Figure 1. Signal wires on met1.
Supply wires on this layer in grey.
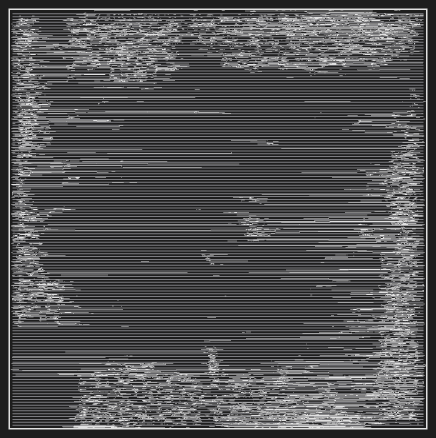
Figure 2. Signal wires on met2.
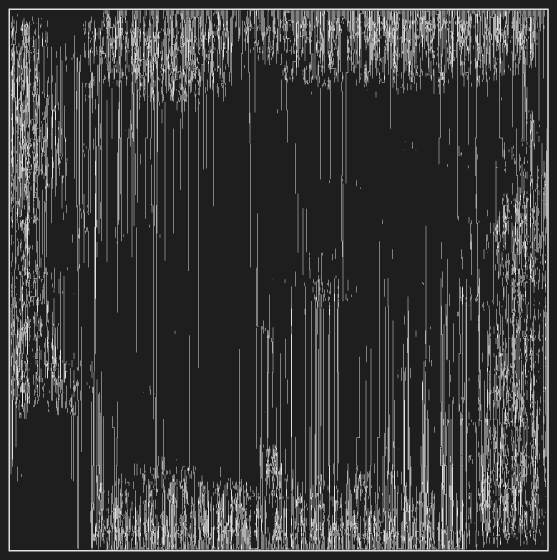
Figure 3. M3 wires.
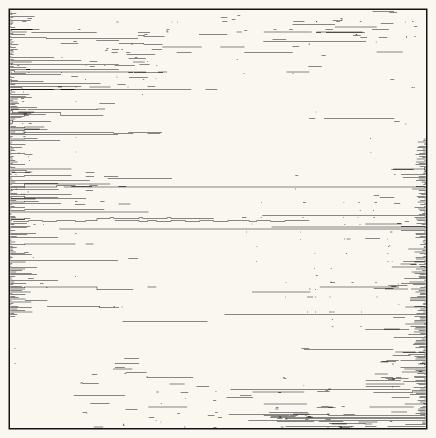
`config.mk`:
```
export PLATFORM = sky130hd
export DESIGN_NAME = dh_key_sequencer
export DESIGN_NICKNAME = d
export VERILOG_FILES = /design/src/rtl/dh_pkg.sv /design/src/rtl/dh_seq_watchdog.sv /design/src/rtl/dh_key_sequencer.sv
export SDC_FILE = /design/constraint.sdc
export NUM_CORES = 1
export LEC_CHECK = 0
export ABC_AREA = 1
export CAP_MARGIN = 20
export CORE_AREA = 2 2 394 396
export CTS_CLUSTER_DIAMETER = 120
export CTS_CLUSTER_SIZE = 8
export DETAILED_ROUTE_END_ITERATION = 10
export DIE_AREA = 0 0 396 398
export REMOVE_ABC_BUFFERS = 1
export SLEW_MARGIN = 0
export SYNTH_ARGS = -nofsm -noshare
export SYNTH_HDL_FRONTEND = slang
export SYNTH_SLANG_ARGS = --single-unit
```
`constraint.sdc`:
```
create_clock -name clk -period 2.2 [get_ports clk]
set_clock_uncertainty 0.1 [all_clocks]
set_input_delay 0.33 -clock clk [delete_from_list [all_inputs] [get_ports clk]]
set_output_delay 0.33 -clock clk [all_outputs]
set_load 0.02 [all_outputs]
```
`src/rtl/dh_pkg.sv`:
```
// Shared definitions for the Diffie-Hellman key sequencer: state encoding
// and the default key width / watchdog limit.
package dh_pkg;

   localparam int DH_WIDTH   = 100;
   localparam int DH_TIMEOUT = 65535;

   typedef enum logic [2:0] {
      IDLE,
      PUB_START,
      PUB_WAIT,
      PEER_WAIT,
      SEC_START,
      SEC_WAIT,
      DONE,
      ERROR
   } dh_state_t;

endpackage

```
`src/rtl/dh_seq_watchdog.sv`:
```
// Wait-state watchdog for dh_key_sequencer; only instantiated when
// DH_TIMEOUT_EN is defined.
module dh_seq_watchdog #(
   parameter int LIMIT = 65535
) (
   input  logic clk,
   input  logic rst,
   input  logic clear,
   input  logic enable,
   output logic expired
);

   localparam int CW = $clog2(LIMIT + 1);

   logic [CW-1:0] cnt;
   logic [CW-1:0] cnt_eff;

   // The first cycle of a new state counts as cycle one, so the stale count
   // from the previous wait state is dropped combinationally.
   assign cnt_eff = clear ? '0 : cnt;
   assign expired = enable && (cnt_eff == CW'(LIMIT - 1));

   always_ff @(posedge clk) begin
      if (rst)
         cnt <= '0;
      else if (enable)
         cnt <= cnt_eff + CW'(1);
      else
         cnt <= '0;
   end

endmodule

```
`src/rtl/dh_key_sequencer.sv`:
```
// Diffie-Hellman key-exchange sequencer driving an external mod-exp engine.
// Optional wait-state watchdog enabled by defining DH_TIMEOUT_EN.
module dh_key_sequencer
   import dh_pkg::*;
#(
   parameter int WIDTH          = DH_WIDTH,
   parameter int TIMEOUT_CYCLES = DH_TIMEOUT
) (
   input  logic             clk,
   input  logic             rst,
   input  logic             start,
   input  logic [WIDTH-1:0] g,
   input  logic [WIDTH-1:0] prime,
   input  logic [WIDTH:0]   priv_key,
   input  logic [WIDTH-1:0] peer_pub,
   input  logic             peer_valid,
   output logic [WIDTH-1:0] pub_key,
   output logic             pub_valid,
   output logic [WIDTH-1:0] shared_key,
   output logic             shared_valid,
   output logic             busy,
   output logic             error,
   output logic             exp_start,
   output logic [WIDTH-1:0] exp_base,
   output logic [WIDTH:0]   exp_exp,
   output logic [WIDTH-1:0] exp_prime,
   input  logic [WIDTH-1:0] exp_result,
   input  logic             exp_done
);

   dh_state_t state;
   logic      wd_expired;

`ifdef DH_TIMEOUT_EN
   dh_state_t state_d1;
   logic      wd_clear;
   logic      wd_enable;

   always_ff @(posedge clk) begin
      if (rst)
         state_d1 <= IDLE;
      else
         state_d1 <= state;
   end

   assign wd_clear  = (state != state_d1);
   assign wd_enable = (state == PUB_WAIT) || (state == PEER_WAIT) || (state == SEC_WAIT);

   dh_seq_watchdog #(
      .LIMIT(TIMEOUT_CYCLES)
   ) u_watchdog (
      .clk    (clk),
      .rst    (rst),
      .clear  (wd_clear),
      .enable (wd_enable),
      .expired(wd_expired)
   );
`else
   assign wd_expired = 1'b0;
`endif

   // The exp_* operand registers double as the latched copies of g, prime,
   // priv_key and peer_pub; they only change when a new exponentiation is
   // launched, which keeps them stable for the engine until exp_done.
   always_ff @(posedge clk) begin
      if (rst) begin
         state        <= IDLE;
         exp_start    <= 1'b0;
         exp_base     <= '0;
         exp_exp      <= '0;
         exp_prime    <= '0;
         pub_key      <= '0;
         pub_valid    <= 1'b0;
         shared_key   <= '0;
         shared_valid <= 1'b0;
         busy         <= 1'b0;
         error        <= 1'b0;
      end else begin
         exp_start <= 1'b0;
         case (state)
            IDLE, DONE, ERROR: begin
               if (start) begin
                  pub_valid    <= 1'b0;
                  shared_valid <= 1'b0;
                  error        <= 1'b0;
                  exp_base     <= g;
                  exp_exp      <= priv_key;
                  exp_prime    <= prime;
                  if (prime < WIDTH'(3)) begin
                     state <= ERROR;
                     error <= 1'b1;
                  end else begin
                     state     <= PUB_START;
                     exp_start <= 1'b1;
                     busy      <= 1'b1;
                  end
               end
            end
            PUB_START: state <= PUB_WAIT;
            PUB_WAIT: begin
               if (exp_done) begin
                  pub_key   <= exp_result;
                  pub_valid <= 1'b1;
                  state     <= PEER_WAIT;
               end else if (wd_expired) begin
                  state <= ERROR;
                  error <= 1'b1;
                  busy  <= 1'b0;
               end
            end
            PEER_WAIT: begin
               if (peer_valid) begin
                  exp_base  <= peer_pub;
                  exp_start <= 1'b1;
                  state     <= SEC_START;
               end else if (wd_expired) begin
                  state <= ERROR;
                  error <= 1'b1;
                  busy  <= 1'b0;
               end
            end
            SEC_START: state <= SEC_WAIT;
            SEC_WAIT: begin
               if (exp_done) begin
                  shared_key   <= exp_result;
                  shared_valid <= 1'b1;
                  busy         <= 1'b0;
                  state        <= DONE;
               end else if (wd_expired) begin
                  state <= ERROR;
                  error <= 1'b1;
                  busy  <= 1'b0;
               end
            end
            default: begin
               state <= IDLE;
               busy  <= 1'b0;
            end
         endcase
      end
   end

endmodule

```
==> results.yml <==
# synthesis and place-and-route metrics
detailed_routing:
  drt-met1-wl_mm: 45.79
  drtIter0Drc: 1343
  top_layer: "met5"
  wl_mm: 122.0
  route.met2.wl_mm: 60.72
  drt.antenna.violating_nets: 0
  viasPerCell: 3.854
  drtPass1Iterations: 5
  met3_length_mm: 11.61
  drc: 0
  avgRoutedWirePerCell_um: 21.24
  vias: 22130
global_routing:
  grt_max_degree: 112
  grt_pass1_vias: 21320
  grt_pass1_wl_mm: 163.7
  grt.met1_usage_pct: 16.21
  met2_usage_pct: 25.73
  gr-total-overflow: 0
  antenna_found_initial: 82
  grtUsageMet3_pct: 5.568
  track_usage_pct: 14.68
  top_usage_layer: "met2"
floorplanning:
  coreArea_mm2: 0.1533
  io_pins: 1012
  row_count: 144
  taps: 2044
  initCoreUtil_pct: 12.96
  die-area_mm2: 0.1576
  fp.dieH_um: 398
  die_w_um: 396
cells_and_area:
  fillers: 16850
  clock_area_share_pct: 6.047
  n_antenna_cell: 11
  num-multi-input-gates: 1916
  top_register: "exp_exp"
  num-nonclk-inverters: 42
  final-nonclk-buf-share_pct: 32.64
  seq_area_mm2: 0.01019
  final_nets: 4183
  dominant_cells: "non-clock buffers"
  seq-cell-share_pct: 29.08
  final_area_mm2: 0.03505
  nNonClkBuffers: 1133
  drive_gt1_share_pct: 8.650
  logic_area_mm2: 0.008531
  seq_cell_count: 509
  fin_util_pct: 22.86
  sh_comb_area_pct: 24.34
  largest_reg_flops: 101
  final_cells: 5743
  nClkBuffers: 79
setup_path:
  critPathTopFamily: "buffers and inverters"
  cp.arrival_ns: 1.69
  max_stage_delay_ns: 0.71
  crit_end: "exp_exp[77]"
  end_kind: "output pin"
  r2r_slack_ns: 0.16
  critPathBufInv: 1
  r2r-start: "state[2]$_SDFFE_PP0P_"
  crit_start: "exp_exp[77]$_SDFFE_PP0P_"
  cp_slowest_cell: "clkdlybuf4s50_1"
  cp-start-kind: "flip-flop"
  worstPathRequired_ns: 1.77
  crit_cells: 1
  worstPathMaxFanout: 2
  r2r_cells: 10
clocking:
  cts_resized: 53
  cts-hold-fix-buffers: 1
  cts_made_buffers: 75
  cts_tree: "built"
  clkTransAtPathRegs_ns: 0.06
  cts_sinks: 509
  cts_setup_buffers: 0
  root_buffer: "clkbuf_16"
  cts_max_level: 3
  clockBufferDepth: 3
yosys:
  synth_cells: 2665
  simple_gate_share_pct: 28.88
  topCellsByArea: "dfxtp_1 51%, nand2_1 15%, nor2_1 8.7%, a21oi_1 7.8%, o21ai_0 5.9%"
  synth.top_cells.by_count: "792 x nand2_1, 509 x dfxtp_1, 463 x nor2_1, 309 x a21oi_1, 235 x o21ai_0"
  edf_count: 0
  syn_area_mm2: 0.01988
  async_flop_share_pct: 0
  synth_seq_share_pct: 51.27
  top_logic_kind: "simple AND/OR/NAND/NOR gates"
  ys_sh_aoi_pct: 13.70
  mux_area_share_pct: 0
  xor_share_pct: 0
  synthMostInstantiatedCell: "nand2_1"
  yosysWarningCount: 0
  yosys_cells: 2665
  ff_type: "dfxtp_1"
  synth_adder_area_share_pct: 0
  synthDominantCellAreaShare_pct: 51.27
  synth_flops: 509
  avgSynthCellArea_um2: 7.458
  ys_chip_area_mm2: 0.01988
  yosysUniqueCellTypes: 21
placement:
  io_buffers: 1011
  place_area_mm2: 0.03289
  post-dp-hpwl_mm: 97.40
  place_congestion: 0.9103
  placed_cells: 5642
pwr:
  leakage_nw: 13.73
  pwr-share-seq_pct: 29.9
  finalPower_mw: 41.67
  p_sw_mw: 16.37
  swShare_pct: 39.27
  power_frac_clock_pct: 26.3
  combPwrFrac_pct: 43.8
  maxPowerGroup: "combinational logic"
  power_combinational_mw: 18.2
  ir_drop_uv: 667.6
  intPower_mw: 25.30
  powerDensity_mw_per_mm2: 1189
  p_clk_mw: 11.0
  seq_power_mw: 12.5
sta:
  hold_ws_ns: 0.1182
  hold_viol: 0
  max_freq_ghz: 0.4716
  worst_pin_slew_ns: 0.5873
  finalWorstSetupSlack_ns: 0.07966
  min_period_over_period_pct: 96.38
  period_needed_ns: 2.120
  fin_setup_tns_ns: 0
  setup_violations: 0
  rsz0062_at_grt: "false"
  slew_viol_final: 0
  slew_headroom_pct: 60.85
outcome:
  status: "completed"
job:
  maxCapViolCount: 0
  warnings: 30
worst_hold_path:
  holdPathEnd: "exp_exp[82]$_SDFFE_PP0P_"
  hp-class: "in2reg"
  hp-start: "priv_key[82]"
Notes on Figure 1 above:
share of all routed wire: 38%
wire length on this layer: 45.8 mm

Notes on Figure 2 above:
longest straight run: 214 µm
wire length on this layer: 60.7 mm
main direction: vertical
share of all routed wire: 50%

Notes on Figure 3 above:
nets with wire on the layer: 580
wire length on this layer: 11600 µm
share of all routed wire: 9.5%
main direction: horizontal

[placed cells by master (no fill, tap or decap), types with 2 or more instances in the layout]
cell type,Yosys,layout
a21oi_1,309,309
buf_12,9,33
buf_16,0,2
buf_4,19,90
bufinv_16,0,2
clkbuf_16,0,78
clkdlybuf4s50_1,0,957
clkinv_8,0,2
clkinvlp_4,0,2
dfxtp_1,509,508
diode_2,0,11
dlygate4sd2_1,0,48
inv_1,38,34
inv_16,0,2
inv_2,4,2
inv_4,0,3
nand2_1,792,792
nand2_4,3,2
nand2_8,0,2
nand3_1,28,27
nand3_2,80,80
nor2_1,463,456
nor2_2,1,5
nor2_4,1,4
o21ai_0,235,235
[worst min-delay path: cells and delay by family]
kind	cells	cell delay (ns)
buf+inv	1	0.39
simple gates	1	0.06
compound gates	1	0.05
Power and IR drop assume default switching activity.
